**PDN straps and rails**

Pins as bars on the die edge. Tap cells in gray.
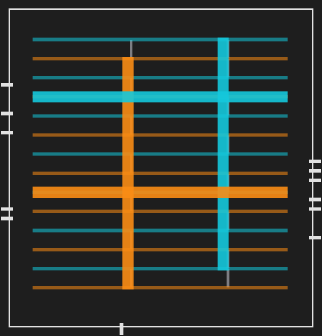
**Placed cells, one color a class**

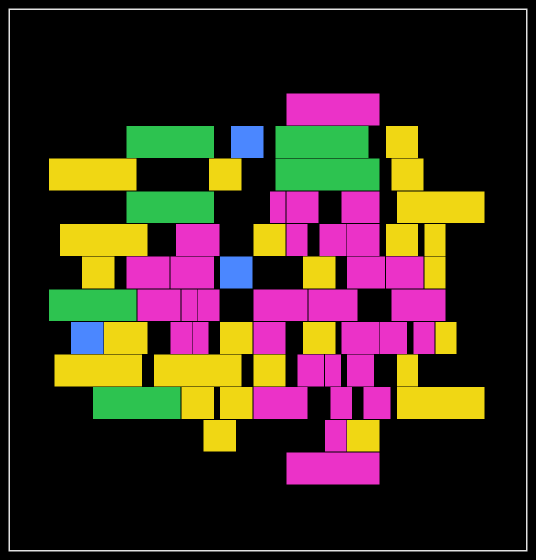
**Routed clock nets over the placement**

Scale bar: 10 um.
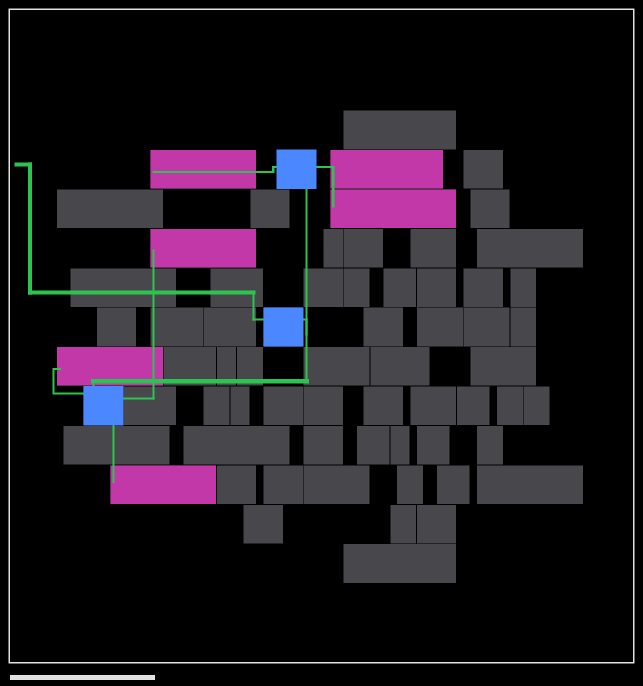
<file path="src/rtl/hynoc_prra_arbiter.sv">
// Round-robin arbiter for HyNoC router output ports.
// Holds the grant while the owner keeps requesting; otherwise picks the first requester after the pointer.
module hynoc_prra_arbiter #(
  parameter int unsigned WIDTH      = 4,
  parameter int unsigned LOG2_WIDTH = 2,
  parameter int unsigned PIPELINE   = 0
) (
  input  logic                  clk,
  input  logic                  srst,
  input  logic [WIDTH-1:0]      request,
  output logic [LOG2_WIDTH-1:0] state,
  output logic [WIDTH-1:0]      grant
);

  logic [WIDTH-1:0]      g_int;
  logic [WIDTH-1:0]      g_nxt;
  logic [LOG2_WIDTH-1:0] ptr;
  logic [LOG2_WIDTH-1:0] ptr_nxt;
  logic [LOG2_WIDTH-1:0] dec_idx [WIDTH];
  logic [LOG2_WIDTH-1:0] sel_idx;
  logic                  hold;

  // One winner decode per pointer value; the search order is p+1, p+2, ..., p (mod WIDTH).
  always_comb begin
    for (int p = 0; p < WIDTH; p++) begin
      dec_idx[p] = LOG2_WIDTH'(p);
      for (int k = WIDTH; k >= 1; k--) begin
        if (request[(p + k) % WIDTH]) begin
          dec_idx[p] = LOG2_WIDTH'((p + k) % WIDTH);
        end
      end
    end
  end

  assign sel_idx = dec_idx[ptr];
  assign hold    = |(g_int & request);

  // The owner keeps the grant; otherwise the pointer-selected decode wins, or nobody when idle.
  always_comb begin
    g_nxt   = g_int;
    ptr_nxt = ptr;
    if (!hold) begin
      if (|request) begin
        g_nxt   = WIDTH'(1) << sel_idx;
        ptr_nxt = sel_idx;
      end else begin
        g_nxt   = '0;
      end
    end
  end

  // After reset the pointer sits at WIDTH-1 so requester 0 has top priority.
  always_ff @(posedge clk) begin
    if (srst) begin
      g_int <= '0;
      ptr   <= LOG2_WIDTH'(WIDTH - 1);
    end else begin
      g_int <= g_nxt;
      ptr   <= ptr_nxt;
    end
  end

  assign state = ptr;

  // Optional output delay; the arbitration loop itself stays single-cycle.
  if (PIPELINE == 0) begin : g_nopipe
    assign grant = g_int;
  end else begin : g_pipe
    logic [PIPELINE*WIDTH-1:0] pipe_q;

    if (PIPELINE == 1) begin : g_one
      always_ff @(posedge clk) begin
        if (srst) begin
          pipe_q <= '0;
        end else begin
          pipe_q <= g_int;
        end
      end
    end else begin : g_many
      always_ff @(posedge clk) begin
        if (srst) begin
          pipe_q <= '0;
        end else begin
          pipe_q <= {pipe_q[(PIPELINE-1)*WIDTH-1:0], g_int};
        end
      end
    end

    assign grant = pipe_q[PIPELINE*WIDTH-1 -: WIDTH];
  end

endmodule

</file>
<file path="config.mk">
export PLATFORM = sky130hd
export DESIGN_NAME = hynoc_prra_arbiter
export DESIGN_NICKNAME = d
export VERILOG_FILES = /design/src/rtl/hynoc_prra_arbiter.sv
export SDC_FILE = /design/constraint.sdc
export NUM_CORES = 1
export LEC_CHECK = 0
export CAP_MARGIN = 20
export CORE_AREA = 3 3 40 42
export DETAILED_ROUTE_END_ITERATION = 10
export DIE_AREA = 0 0 43 45
export HOLD_SLACK_MARGIN = 0.08
export PLACE_DENSITY_LB_ADDON = 0.2
export REMOVE_ABC_BUFFERS = 1
export SYNTH_ARGS = -nofsm -noshare
export SYNTH_HDL_FRONTEND = slang
export SYNTH_SLANG_ARGS = --single-unit
</file>
<file path="constraint.sdc">
create_clock -name clk -period 1.3 [get_ports clk]
set_input_delay 0.325 -clock clk [delete_from_list [all_inputs] [get_ports clk]]
set_output_delay 0.325 -clock clk [all_outputs]
set_load 0.05 [all_outputs]
</file>
==> impl_metrics.tcl <==
# yosys + openroad results
set metrics [dict create \
    reg2reg_to "grant[3]" \
    clk_path_buf_depth 2 \
    crit_type "reg -> reg" \
    arrival_ns 1.44 \
    layout-drive-gt1-share_pct 59.1 \
    grt_use_met1_pct 13.1 \
    ant_nets 0 \
    rsz0062_at_grt "true" \
    slew_violations 0 \
    r2r-start "state[1]" \
    r2r_cells 3 \
    fin_skew_ns 0.00221 \
    holdWs_ns 0.533 \
    crit_chain "and3_1 > or3_4 > a32o_1" \
    clkbuf_count 3 \
    synthArstFlopShare_pct 0 \
    setup.worst_path.end_class "flop" \
    wirelength_um 1080 \
    vias_per_cell 5.21 \
    hp-class "reg -> reg" \
    worst-path-stages 3 \
    synth-warning-count 0 \
    h-tree-depth 1 \
    top_layer_used "met4" \
    wl_met1_um 443 \
    top_cell_area_share_pct 36.2 \
    max_cap_viol_count 0 \
    final-clk-cell-share_pct 3.28 \
    ff2ff_setup_slack_ns -0.01 \
    cp-start-kind "flop" \
    cts.sinks 6 \
    largest_reg_flops 4 \
    sh_comb_area_pct 37.5 \
    synth-main-ff-cell "dfxtp_1" \
    synthTopCellsByCount "6 x dfxtp_1, 4 x a32o_1, 3 x a21oi_1, 3 x nand2_1" \
    path_max_fanout 7 \
    first_pass_iters 4 \
    grt_first_pass_wirelength_um 1700 \
    power.density_nw_per_um2 2410 \
    ys_types 22 \
    warning_count 27 \
    ys_ff 6 \
    simple_gate_share_pct 28.7 \
    post-route-min-period_ns 1.31 \
    grt-ovfl-total 0 \
    syn_area_um2 332 \
    clkLatencyLatePin_ns 0.24 \
    setup_viol 2 \
    cts_hold_buf 0 \
    drtIter0Drc 6 \
    wl_met2_um 516 \
    status "finished, violations left" \
    grt_max_degree 8 \
    worst-path-buf-inv 0 \
    n_all_buffers 25 \
    fp.dieW_um 43 \
    min_path_cells 2 \
    max-vdd-ir-drop_uv 1280 \
    leakagePower_uw 0.000296 \
    grt_pass1_vias 415 \
    fmax_mhz 763 \
    critical-path-top-delay-family "simple AND/OR/NAND/NOR gates" \
    ys_cells 38 \
    use_met3_pct 6.37 \
    violations "setup timing" \
    nFillCells 116 \
    root_buffer "clkbuf_4" \
    place_area_um2 603 \
    mux_share_pct 0 \
    ys_sh_aoi_pct 32.8 \
    worstMarginPinSlew_ns 0.297 \
    synth.comb.largest_family "AND-OR/OR-AND gates" \
    syn_avg_cell_area_um2 8.73 \
    worstSetupStartpoint "state[1]" \
    setup_slack_ns -0.0112 \
    worst_path_max_delay_cell "or3_4" \
    post-place-ws_ns -0.584 \
    flop-count 6 \
    post-synth-top-count-cell "dfxtp_1" \
    final_cells 81 \
    syn_inst 38 \
    synth-adder-area-share_pct 0 \
    total_power_uw 1650 \
    xor_area_share_pct 0 \
    antennaDiodeCount 0 \
    buffer_area_share_pct 37.2 \
    dp_cells 75 \
    worstHoldStart "state[1]" \
    pin_count 12 \
    initCoreUtil_pct 25.8 \
    numCtsBuffers 3 \
    use_met2_pct 19.5 \
    routed-wl-met3_um 110 \
    area_leaders "dfxtp_1 36%, a32o_1 12%, a21oi_1 4.5%" \
    logic_gates 30 \
    synth_top_cell_by_area "dfxtp_1" \
    endpoint "grant[3]" \
    cp_data_required_time_ns 1.43 \
    gp_congestion 0.826 \
    critPathMaxStageDelay_ns 0.40 \
    finalClockPeriodUsage_pct 101 \
    slew_headroom_pct 80.2 \
    taps 15 \
    cts_tree "yes" \
    clk_pin_slew_worst_paths_ns 0.04 \
    fp.dieH_um 45 \
    wl_per_cell_um 13.3 \
    ctsResizeCount 19 \
    port_buffers 11 \
    track_usage_pct 12.3 \
    busiest_layer "met2" \
    antenna_found_initial 0 \
    vias 422 \
    route.detailed.drc 0 \
    yosysChipArea_um2 332 \
    final_hold_viol_count 0 \
    postCtsSetupBuffers 1 \
    synth_seq_share_pct 36.2 \
    die_area_um2 1940 \
]
Notes on 'PDN straps and rails' above:
| net | color |
|---|---|
| VSS | orange |
| VDD | cyan |
met4 straps: 2
rows: 13

Notes on 'placed cells, one color a class' above:
| class | color | cells | share of their area |
|---|---|---|---|
| all other logic | magenta | 32 | 40% |
| flip-flops | green | 6 | 19% |
| cells driving clock nets | blue | 3 | 3.4% |
| other buffers and delay cells | yellow | 25 | 38% |
Seq area share: 18.2%
core footprint: 1280 um2
fin area: 687 um2
site row count: 13

Notes on 'routed clock nets over the placement' above:
[flip-flops] magenta | count: 6
[cells driving clock nets] blue | count: 3
[clock wires] green | length: 102 um
routed clock nets: 4

## power breakdown
part	total (uW)	internal [uW]	switching (uW)	leakage, uW
logic	1150	595	553	0.000233
clock network	167	104	62.8	0.0000138
registers	337	265	72.3	0.0000493
total	1650	964	688	0.000296
## cell usage in the layout, fill, tap and decap left out, types with 2 or more instances in the layout
cell type	netlist	routed
a21oi_2	0	2
a22oi_2	0	2
a32o_1	4	4
buf_12	0	6
buf_2	0	3
buf_4	0	14
clkbuf_4	0	3
dfxtp_1	6	4
nand2_1	3	2
nand2b_1	2	2
nor3_1	2	2
nor4_4	0	2
o21ai_1	1	2
## through the flow
step	TNS, ns	util [%]
2_1_floorplan	-1.78	-
3_3_place_gp	-3.14	46.9
3_5_place_dp	-3.17	46.9
4_1_cts	-0.0143	51.9
5_1_grt	-0.143	53.5
6_report	-0.0219	53.5
Power figures rest on the tool's default switching activity, not on a simulated workload.
